**src/rtl/novacore_cfg_loader.sv**
```systemverilog
// Configuration frame loader: takes words over a valid/ready stream and
// writes them into the fabric with dimension-switch and c_clk strobes.
module novacore_cfg_loader #(
    parameter int BUS_W   = 28,
    parameter int UID_W   = 4,
    parameter int DIM_W   = 4,
    parameter int CLK_DIV = 2
) (
    input  logic             clk,
    input  logic             rst,
    input  logic             start,
    input  logic             s_valid,
    output logic             s_ready,
    input  logic [UID_W-1:0] s_uid,
    input  logic [BUS_W-1:0] s_data,
    input  logic [DIM_W-1:0] s_dim,
    input  logic             s_last,
    output logic             mode,
    output logic [BUS_W-1:0] c_bus,
    output logic [UID_W-1:0] c_uid,
    output logic [DIM_W-1:0] c_dimension,
    output logic             c_clk,
    output logic             c_dimswitch,
    output logic             busy,
    output logic             done,
    output logic [15:0]      word_cnt
);

    typedef enum logic [2:0] {
        IDLE, WAIT, DSW_HI, DSW_LO, SETUP, HIGH, HOLD, DONE
    } state_t;

    state_t     state;
    logic [7:0] phase;
    logic       first;
    logic       last_word;
    logic       phase_end;

    assign phase_end = (phase == 8'(CLK_DIV - 1));

    // Frame sequencer; every output is a register updated on state transitions
    always_ff @(posedge clk or posedge rst) begin
        if (rst) begin
            state       <= IDLE;
            phase       <= 8'd0;
            first       <= 1'b0;
            last_word   <= 1'b0;
            s_ready     <= 1'b0;
            mode        <= 1'b0;
            c_bus       <= '0;
            c_uid       <= '0;
            c_dimension <= '0;
            c_clk       <= 1'b0;
            c_dimswitch <= 1'b0;
            busy        <= 1'b0;
            done        <= 1'b0;
            word_cnt    <= 16'd0;
        end else begin
            done <= 1'b0;
            case (state)
                IDLE: begin
                    if (start) begin
                        state    <= WAIT;
                        mode     <= 1'b1;
                        busy     <= 1'b1;
                        word_cnt <= 16'd0;
                        first    <= 1'b1;
                        s_ready  <= 1'b1;
                    end
                end
                WAIT: begin
                    if (s_valid) begin
                        c_bus       <= s_data;
                        c_uid       <= s_uid;
                        c_dimension <= s_dim;
                        last_word   <= s_last;
                        s_ready     <= 1'b0;
                        first       <= 1'b0;
                        phase       <= 8'd0;
                        // Compare against the dimension still on the bus from the previous word
                        if (first || (s_dim != c_dimension)) begin
                            state       <= DSW_HI;
                            c_dimswitch <= 1'b1;
                        end else begin
                            state <= SETUP;
                        end
                    end
                end
                DSW_HI: begin
                    if (phase_end) begin
                        phase       <= 8'd0;
                        c_dimswitch <= 1'b0;
                        state       <= DSW_LO;
                    end else begin
                        phase <= phase + 8'd1;
                    end
                end
                DSW_LO: begin
                    if (phase_end) begin
                        phase <= 8'd0;
                        state <= SETUP;
                    end else begin
                        phase <= phase + 8'd1;
                    end
                end
                SETUP: begin
                    if (phase_end) begin
                        phase <= 8'd0;
                        c_clk <= 1'b1;
                        state <= HIGH;
                        if (word_cnt != 16'hFFFF) begin
                            word_cnt <= word_cnt + 16'd1;
                        end
                    end else begin
                        phase <= phase + 8'd1;
                    end
                end
                HIGH: begin
                    if (phase_end) begin
                        phase <= 8'd0;
                        c_clk <= 1'b0;
                        state <= HOLD;
                    end else begin
                        phase <= phase + 8'd1;
                    end
                end
                HOLD: begin
                    if (phase_end) begin
                        phase <= 8'd0;
                        if (last_word) begin
                            state <= DONE;
                            mode  <= 1'b0;
                            busy  <= 1'b0;
                            done  <= 1'b1;
                        end else begin
                            state   <= WAIT;
                            s_ready <= 1'b1;
                        end
                    end else begin
                        phase <= phase + 8'd1;
                    end
                end
                DONE: begin
                    state <= IDLE;
                end
                default: begin
                    state <= IDLE;
                end
            endcase
        end
    end

endmodule

```
**config.mk**
```make
export PLATFORM = sky130hd
export DESIGN_NAME = novacore_cfg_loader
export DESIGN_NICKNAME = d
export VERILOG_FILES = /design/src/rtl/novacore_cfg_loader.sv
export SDC_FILE = /design/constraint.sdc
export NUM_CORES = 1
export LEC_CHECK = 0
export CORE_MARGIN = 2
export CORE_UTILIZATION = 47
export CTS_CLUSTER_SIZE = 16
export DETAILED_ROUTE_END_ITERATION = 12
export GPL_TIMING_DRIVEN = 0
export PLACE_DENSITY = 0.82
export SYNTH_ARGS = -nofsm -noshare
export SYNTH_HDL_FRONTEND = slang
export SYNTH_SLANG_ARGS = --single-unit
```
**constraint.sdc**
```tcl
create_clock -name clk -period 2.85 [get_ports clk]
set_input_delay 0.855 -clock clk [delete_from_list [all_inputs] [get_ports clk]]
set_output_delay 0.855 -clock clk [all_outputs]
set_load 0.005 [all_outputs]
```
==> notes.md <==
Latest figures from synthesis and place and route.

The met1 routed wirelength after detailed routing is 3450 µm. The congestion estimate from routability-driven global placement came to 0.851. The primary flip-flop cell chosen by synthesis mapping is dfrtp_1.

On the reported timing paths, the clock transition at the registers reads 0.08 ns. The termination of the worst setup path is word_cnt[7]. The most common cell in the netlist is dfrtp_1. The upper clock frequency limit is 422 MHz.

The final power report lists total power as 4.16 mW. The multi-input gate share of the layout cell area is 31.5%. STA classifies the critical path startpoint as an input pin. The number of buffers and inverters on the critical path is 2. The sequential share of cell area is a little under two fifths. The final layout report lists a filler cell count of 544. The floorplan step set the die width to around 88 µm. The flow ran to the end, and the final reports show no timing, DRC or antenna violations. After clock tree synthesis, the repair step resized 0 gates. In the Yosys report the total cell count is 309. Hold-check failures listed in the final report amount to 0. The number of register bits inferred by synthesis is 70. Buffers inserted during clock tree synthesis total 9. The path category of the worst min-delay check is reg -> reg.

The signed area change from the synthesized netlist to the final layout is 38.9%. The final layout report lists a non-clock inverter count of 12. Per the detail_route log, met2 wirelength is 3680 µm. The static leakage is 1.88 nW. The most frequent logic cell in the layout is clkdlybuf4s50_1. At the worst endpoint, the arrival time is 2.59 ns. The final layout contains about 460 nets. The number of maximum-capacitance violations recorded for the run is 0. The count of hold buffers inserted by post-cts repair is 0. In the final layout, the registers with the most flip-flops are c_bus: 28 flops, word_cnt: 16 flops, phase: 8 flops. Multi-input combinational cells in the finished layout were counted as roughly 210. The region available for standard cell placement spans 6830 µm².

The worst register-to-register path ends at word_cnt[7]. Sorting the synthesized cells by area gives the leading types as dfrtp_1 53%, mux2_2 12%, o21ai_0 4.4%. The maximum number of pins on one net before global-route repair is 71. The accumulated negative setup slack is 0 ns. In the final layout, excluding clock buffers the buffer count is roughly 110. In the final layout, the share of cells above drive strength 1 is between 10% and 20%.

The slack of the worst reg-to-reg path is 0.50 ns. During placement, the flow inserted port buffers numbering roughly 98. Prior to clock tree synthesis, the placed netlist has a worst setup slack of 0.137 ns. In the setup report, the worst path falls into the class in -> reg. On met3, the global router reports a usage of 7.16%. The standard cell with the maximum stage delay on the critical path is clkdlybuf4s50_1.

The uppermost layer routed is met4. The number of nets handed over by synthesis was 353. The OpenROAD warning count is 27. The post-synth design cell area is 3320 µm².

The post-placement cell area is about 4400 µm². The number of placement rows is 30. The beginning of the critical path is start. STA shows the worst min-delay path finishing at c_bus[16]. The worst-case IR drop observed on VDD is 0.000623 V.

Ranking logic cells in the layout by count gives the top entries 98 x clkdlybuf4s50_1, 70 x dfrtp_1, 36 x mux2_2. The residual overflow from global routing is 0. The final hold slack is 0.507 ns. A synthesized cell averages between 10 and 15 µm². The die is around 90 µm tall.

Buffers outside the clock tree occupy 22.8% of the routed design's cell area. For met2 alone, demand over resource in global routing was 33.0%. The violation tally recorded at the end of detailed-routing iteration 0 is 228. STA classifies the critical path endpoint as a flip-flop. The busiest layer in global routing is met2. Counting distinct cell types in the post-synthesis netlist gives ~47. Ranked by instance count, the synthesized netlist is headed by 70 x dfrtp_1, 36 x mux2_2, 29 x o21ai_0. The TritonCTS clock tree is done.

On met1, the global router reports a usage of 28.7%. The number of stages on the worst setup path is 6. The highest net fanout along the worst path is 10. The startpoint identified for the worst register-to-register timing path is word_cnt[0]. The depth of the worst register-to-register path is 7. Once placement completed, the tool counted placed cells totaling ~500.

Headroom to the max-slew limit came out at 43.4%. The count of nets left with antenna violations once routing finished came out at 0. The mean routed wirelength per cell is 15.3 µm.

The die covers around 7800 µm². After technology mapping, the gate count stands at approximately 310. The cell area power density is 902 nW/µm². In this run the number of H-tree levels came out at 3. The iteration count of the initial detailed-routing pass is 5. The initial antenna violation count is 0. Broken down by cell family, the worst path's largest delay share belongs to buffers and inverters.
==> cells by family after synthesis <==
| logic type | count (synthesis) | share of synthesized area [%] |
|---|---|---|
| and+or+nand+nor | 104 | 16.5 |
| DFF | 70 | 52.8 |
| AOI/OAI and AO/OA | 65 | 12.6 |
| muxes | 37 | 12.5 |
| buffers and inverters | 26 | 3.43 |
| xor gates and xnor gates | 4 | 1.06 |
| adders and majority gates | 3 | 1.13 |
==> power by group <==
| group | switching, mW | internal (mW) | total (mW) |
|---|---|---|---|
| clock network | 0.377 | 0.397 | 0.774 |
| logic | 0.733 | 1.06 | 1.79 |
| registers | 0.238 | 1.35 | 1.59 |
| total | 1.35 | 2.81 | 4.16 |
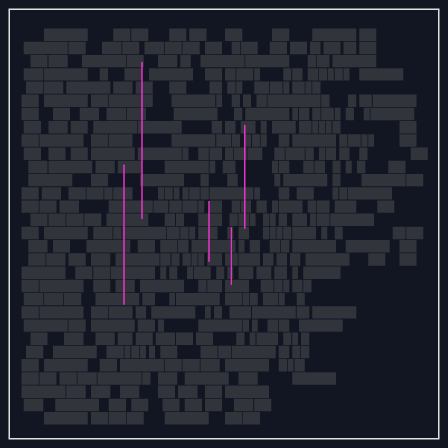
m4.png
wire length on this layer = 105 µm
share of all routed wire = 1.3%
longest straight run = 32.0 µm
main direction = vertical
total wirelength of the detailed-routed design: 7910 µm
DR vias: 2855

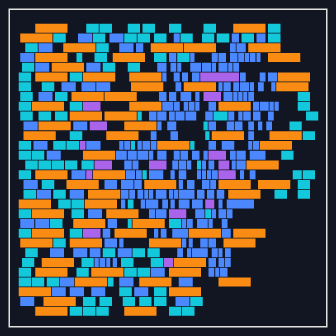
class_map.png
orange -> sequential cells  # cells 70
cyan -> remaining buffers and delay cells  # cells 112
purple -> clock drivers and dummy loads  # cells 15
blue -> remaining logic cells  # cells 225
share of the core filled with cells in the final layout: 67.5%
Layout Cell Area excl Fill: 4610 µm²

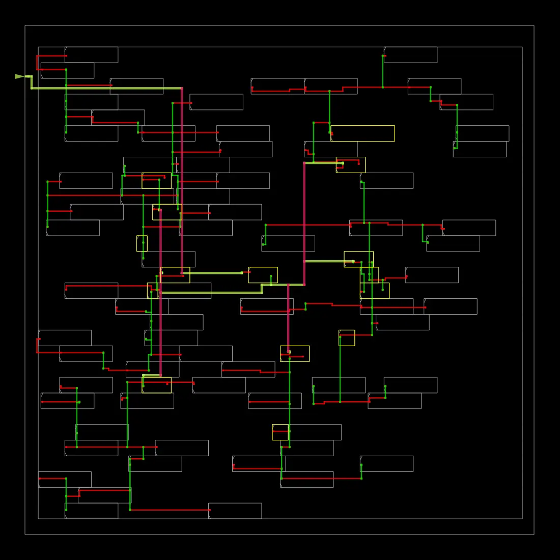
clock_nets.png
clock buf count: 9
clk latency late pin: 0.34 ns
clock sink total: 70

No activity file was given, so power comes from the tool's default toggle rates.
